Figure 1. Wires at chosen ports, followed through buffers.
Drawn at 4 px/µm.
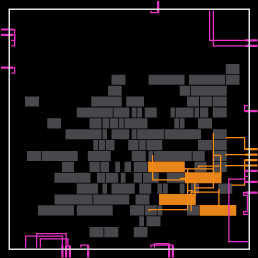
Figure 2. Metal 1.
Drawn at 8 px/µm. Supply wires on this layer in grey. Cells faint in the background.
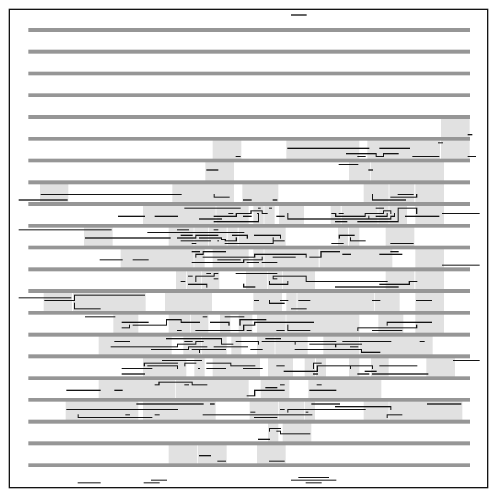
Figure 3. Placement by cell class.
Drawn at 6 px/µm.
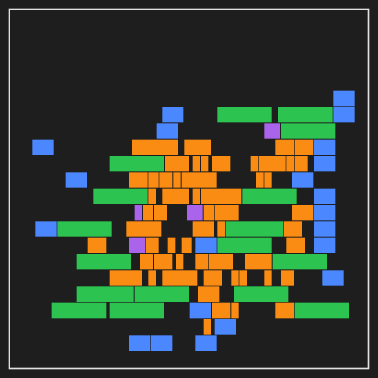
Figure 4. Cell placement.
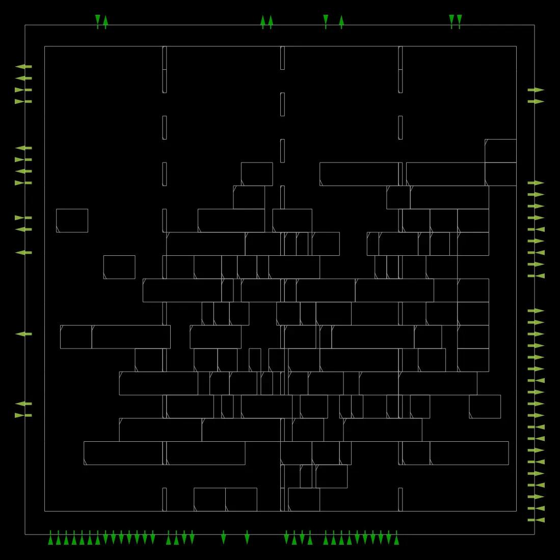
===== config.mk =====
export PLATFORM = sky130hd
export DESIGN_NAME = fifo_sync_ctrl
export DESIGN_NICKNAME = d
export VERILOG_FILES = /design/src/rtl/fifo_sync_ctrl.sv
export SDC_FILE = /design/constraint.sdc
export NUM_CORES = 1
export LEC_CHECK = 0
export ABC_CLOCK_PERIOD_IN_PS = 4100
export CORE_MARGIN = 2
export CORE_UTILIZATION = 36
export CTS_CLUSTER_SIZE = 16
export DETAILED_ROUTE_END_ITERATION = 16
export GPL_TIMING_DRIVEN = 1
export HOLD_SLACK_MARGIN = 0.03
export PLACE_DENSITY = 0.88
export SYNTH_ARGS = -nofsm -noshare
export SYNTH_HDL_FRONTEND = slang
export SYNTH_SLANG_ARGS = --single-unit

===== constraint.sdc =====
create_clock -name clk -period 4.1 [get_ports clk]
set_input_delay 0.615 -clock clk [delete_from_list [all_inputs] [get_ports clk]]
set_output_delay 0.615 -clock clk [all_outputs]
set_load 0.005 [all_outputs]

===== src/rtl/fifo_sync_ctrl.sv =====
// fifo_sync_ctrl
// Synchronous FIFO controller for a dual-port memory with a combinational
// read and a registered write. It presents a first-word-fall-through
// push/pop interface to the client and drives the memory ports.
//
// Parameters:
//   DW    - data width (must match the memory)
//   AW    - memory address width, DEPTH = 2**AW
//   AF_TH - almost_full threshold  (count >= AF_TH), 1..DEPTH
//   AE_TH - almost_empty threshold (count <= AE_TH), 0..DEPTH-1
//
// Ports:
//   clk, rst         - clock (rising edge), async active-high reset
//   push, din        - write request and data
//   pop              - consume the word currently on dout
//   dout             - head-of-FIFO data, valid while empty=0
//   full, empty, almost_full, almost_empty - registered status flags
//   count            - occupancy 0..DEPTH
//   mem_wr, mem_wa, mem_din - memory write port
//   mem_ra, mem_dout - memory read port (combinational read)
//
// Optional build macro FIFO_ERR_FLAGS_EN adds sticky overflow/underflow
// flags and a synchronous err_clr input.
module fifo_sync_ctrl #(
    parameter int unsigned DW    = 16,
    parameter int unsigned AW    = 4,
    parameter int unsigned AF_TH = 14,
    parameter int unsigned AE_TH = 2
) (
    input  logic          clk,
    input  logic          rst,
    input  logic          push,
    input  logic [DW-1:0] din,
    input  logic          pop,
    output logic [DW-1:0] dout,
    output logic          full,
    output logic          empty,
    output logic          almost_full,
    output logic          almost_empty,
    output logic [AW:0]   count,
    output logic          mem_wr,
    output logic [AW-1:0] mem_wa,
    output logic [AW-1:0] mem_ra,
    output logic [DW-1:0] mem_din,
    input  logic [DW-1:0] mem_dout
`ifdef FIFO_ERR_FLAGS_EN
    ,
    input  logic          err_clr,
    output logic          overflow,
    output logic          underflow
`endif
);

    localparam logic [AW:0] DEPTH_V = {1'b1, {AW{1'b0}}};
    localparam logic [AW:0] AF_V    = (AW+1)'(AF_TH);
    localparam logic [AW:0] AE_V    = (AW+1)'(AE_TH);
    localparam logic [AW:0] ONE_V   = (AW+1)'(1);

    // Pointers carry an extra wrap bit; status comes from count, not
    // from comparing the pointers.
    logic [AW:0] wptr;
    logic [AW:0] rptr;
    logic [AW:0] count_nxt;
    logic        push_ok;
    logic        pop_ok;

    // Acceptance uses the registered flags, i.e. the state at this edge.
    assign push_ok = push & ~full;
    assign pop_ok  = pop & ~empty;

    always_comb begin
        count_nxt = count;
        if (push_ok && !pop_ok)
            count_nxt = count + ONE_V;
        else if (pop_ok && !push_ok)
            count_nxt = count - ONE_V;
    end

    // full is 0 while in reset, so the write strobe is gated explicitly.
    assign mem_wr  = push_ok & ~rst;
    assign mem_din = din;
    assign mem_wa  = wptr[AW-1:0];
    assign mem_ra  = rptr[AW-1:0];
    assign dout    = mem_dout;

    always_ff @(posedge clk or posedge rst) begin
        if (rst) begin
            wptr         <= '0;
            rptr         <= '0;
            count        <= '0;
            empty        <= 1'b1;
            full         <= 1'b0;
            almost_empty <= 1'b1;
            almost_full  <= 1'b0;
        end else begin
            if (push_ok)
                wptr <= wptr + ONE_V;
            if (pop_ok)
                rptr <= rptr + ONE_V;
            count        <= count_nxt;
            empty        <= (count_nxt == '0);
            full         <= (count_nxt == DEPTH_V);
            almost_full  <= (count_nxt >= AF_V);
            almost_empty <= (count_nxt <= AE_V);
        end
    end

`ifdef FIFO_ERR_FLAGS_EN
    // Sticky error flags; a new error in the same cycle wins over err_clr.
    always_ff @(posedge clk or posedge rst) begin
        if (rst) begin
            overflow  <= 1'b0;
            underflow <= 1'b0;
        end else begin
            if (push && full)
                overflow <= 1'b1;
            else if (err_clr)
                overflow <= 1'b0;
            if (pop && empty)
                underflow <= 1'b1;
            else if (err_clr)
                underflow <= 1'b0;
        end
    end
`endif

endmodule


==> results.sh <==
# physical design summary
export IMPL_power_frac_clock_pct=9.7
export IMPL_pwr_share_comb_pct=52.6
export IMPL_yosysMostFrequentCell="buf_4"
export IMPL_ir_drop_mv=0.279
export IMPL_dieArea_mm2=0.00355
export IMPL_comb_cell_power_uw=477
export IMPL_busiest_layer="met2"
export IMPL_grtUsageTotal_pct=11.8
export IMPL_path_buffers=2
export IMPL_highest_layer="met4"
export IMPL_cts_root_buf="clkbuf_4"
export IMPL_clockBufferCount=4
export IMPL_fp_nets=145
export IMPL_async_flop_share_pct=100
export IMPL_slew_violations=0
export IMPL_crit_arrival_ns=1.85
export IMPL_use_met1_pct=11.5
export IMPL_numPortBuffers=21
export IMPL_ys_seq_share_pct=38.4
export IMPL_aoi_share_pct=8.54
export IMPL_signal_buffers=21
export IMPL_outcome="finished clean"
export IMPL_tns_ns=0
export IMPL_fin_crit_sh_pct=60.0
export IMPL_comb_cells=52
export IMPL_syn_avg_cell_area_um2=10.6
export IMPL_powerClk_uw=88.2
export IMPL_antenna_found_initial=0
export IMPL_finClkSkew_ns=0.00416
export IMPL_lay_top_count="clkdlybuf4s50_1"
export IMPL_maxCapViolCount=0
export IMPL_finalCriticalPeriod_ns=2.46
export IMPL_post_cts_resize_count=0
export IMPL_top_register="count"
export IMPL_clk_latency_ns=0.29
export IMPL_pg_seq_uw=342
export IMPL_cp_end_kind="output port"
export IMPL_yosysTopAreaCell="dfrtp_1"
export IMPL_wl_met3_um=200
export IMPL_combAreaFraction_pct=37.4
export IMPL_setup_viol=0
export IMPL_edf_count=0
export IMPL_reg2reg_slack_ns=2.37
export IMPL_synthAdderAreaFrac_pct=4.49
export IMPL_grt_pass1_wl_mm=3.01
export IMPL_ys_types=26
export IMPL_dpl_worst_slack_ns=1.64
export IMPL_p_sw_uw=339
export IMPL_wl_met2_um=875
export IMPL_whs_path_depth=1
export IMPL_wire_per_inst_um=14.0
export IMPL_power_leader="combinational logic"
export IMPL_cts_sinks=17
export IMPL_placed_area_mm2=0.00112
export IMPL_fin_nets=139
export IMPL_rsz0062_at_grt="false"
export IMPL_dieHeight_um=59.6
export IMPL_final_layout_size_suffix_gt1_share_pct=19.4
export IMPL_largest_registers="count (5), rptr (4), wptr (4)"
export IMPL_cts_made_buffers=3
export IMPL_pwr_share_seq_pct=37.7
export IMPL_leakagePower_uw=0.000500
export IMPL_yosys_area_share_simple_pct=15.4
export IMPL_hp_start="wptr[3]"
export IMPL_max_stage_delay_ns=0.50
export IMPL_clkTransAtPathRegs_ns=0.09
export IMPL_topCellsByArea="dfrtp_1, buf_4, xnor2_1"
export IMPL_path_depth=4
export IMPL_dominant_cells="logic gates"
export IMPL_fmax_mhz=406
export IMPL_hold_viol_final=0
export IMPL_mi_logic_area_um2=430
export IMPL_syn_to_final_growth_pct=3.37
export IMPL_n_antenna_cell=0
export IMPL_drt_iter0_markers=13
export IMPL_worstPathRequired_ns=3.48
export IMPL_power_density_mw_per_mm2=788
export IMPL_yosysCellCount=105
export IMPL_xor_share_pct=9.21
export IMPL_grt_max_degree=18
export IMPL_worst_hold_slack_ns=0.480
export IMPL_p_sw_share_pct=37.4
export IMPL_dpl_hpwl_mm=1.41
export IMPL_first_pass_iters=4
export IMPL_antenna_left=0
export IMPL_bufAreaShareNonClock_pct=18.3
export IMPL_dieWidth_um=59.6
export IMPL_yosys_top_cells_count="buf_4, dfrtp_1, nand2_1"
export IMPL_slew_headroom_pct=57.7
export IMPL_grt_pass1_vias=695
export IMPL_p_int_uw=568
export IMPL_regArea_um2=428
About Figure 1:
port	colour	bits	direction	edge	end cells	buffers	wire
mem_wa	orange	4	output	right	4	4	132 µm
dout	magenta	16	output	6 right, 6 bottom, 3 left, 1 top	0	0	143 µm

About Figure 2:
share of all routed wire	38%
nets with wire on the layer	89
main direction	horizontal
DR vias: 662
total wire length: 1.83 mm

About Figure 3:
class	colour	cells
remaining logic cells	orange	56
registers	green	17
remaining buffers and delay cells	blue	21
clock drivers and dummy loads	purple	4
Seq area share: 37.2%
core area: 0.00300 mm²
final core occ: 38.3%

About Figure 4:
registers: 17
post-route non-filler standard cell count: 131
FP Rows: 20
tap cells: 33

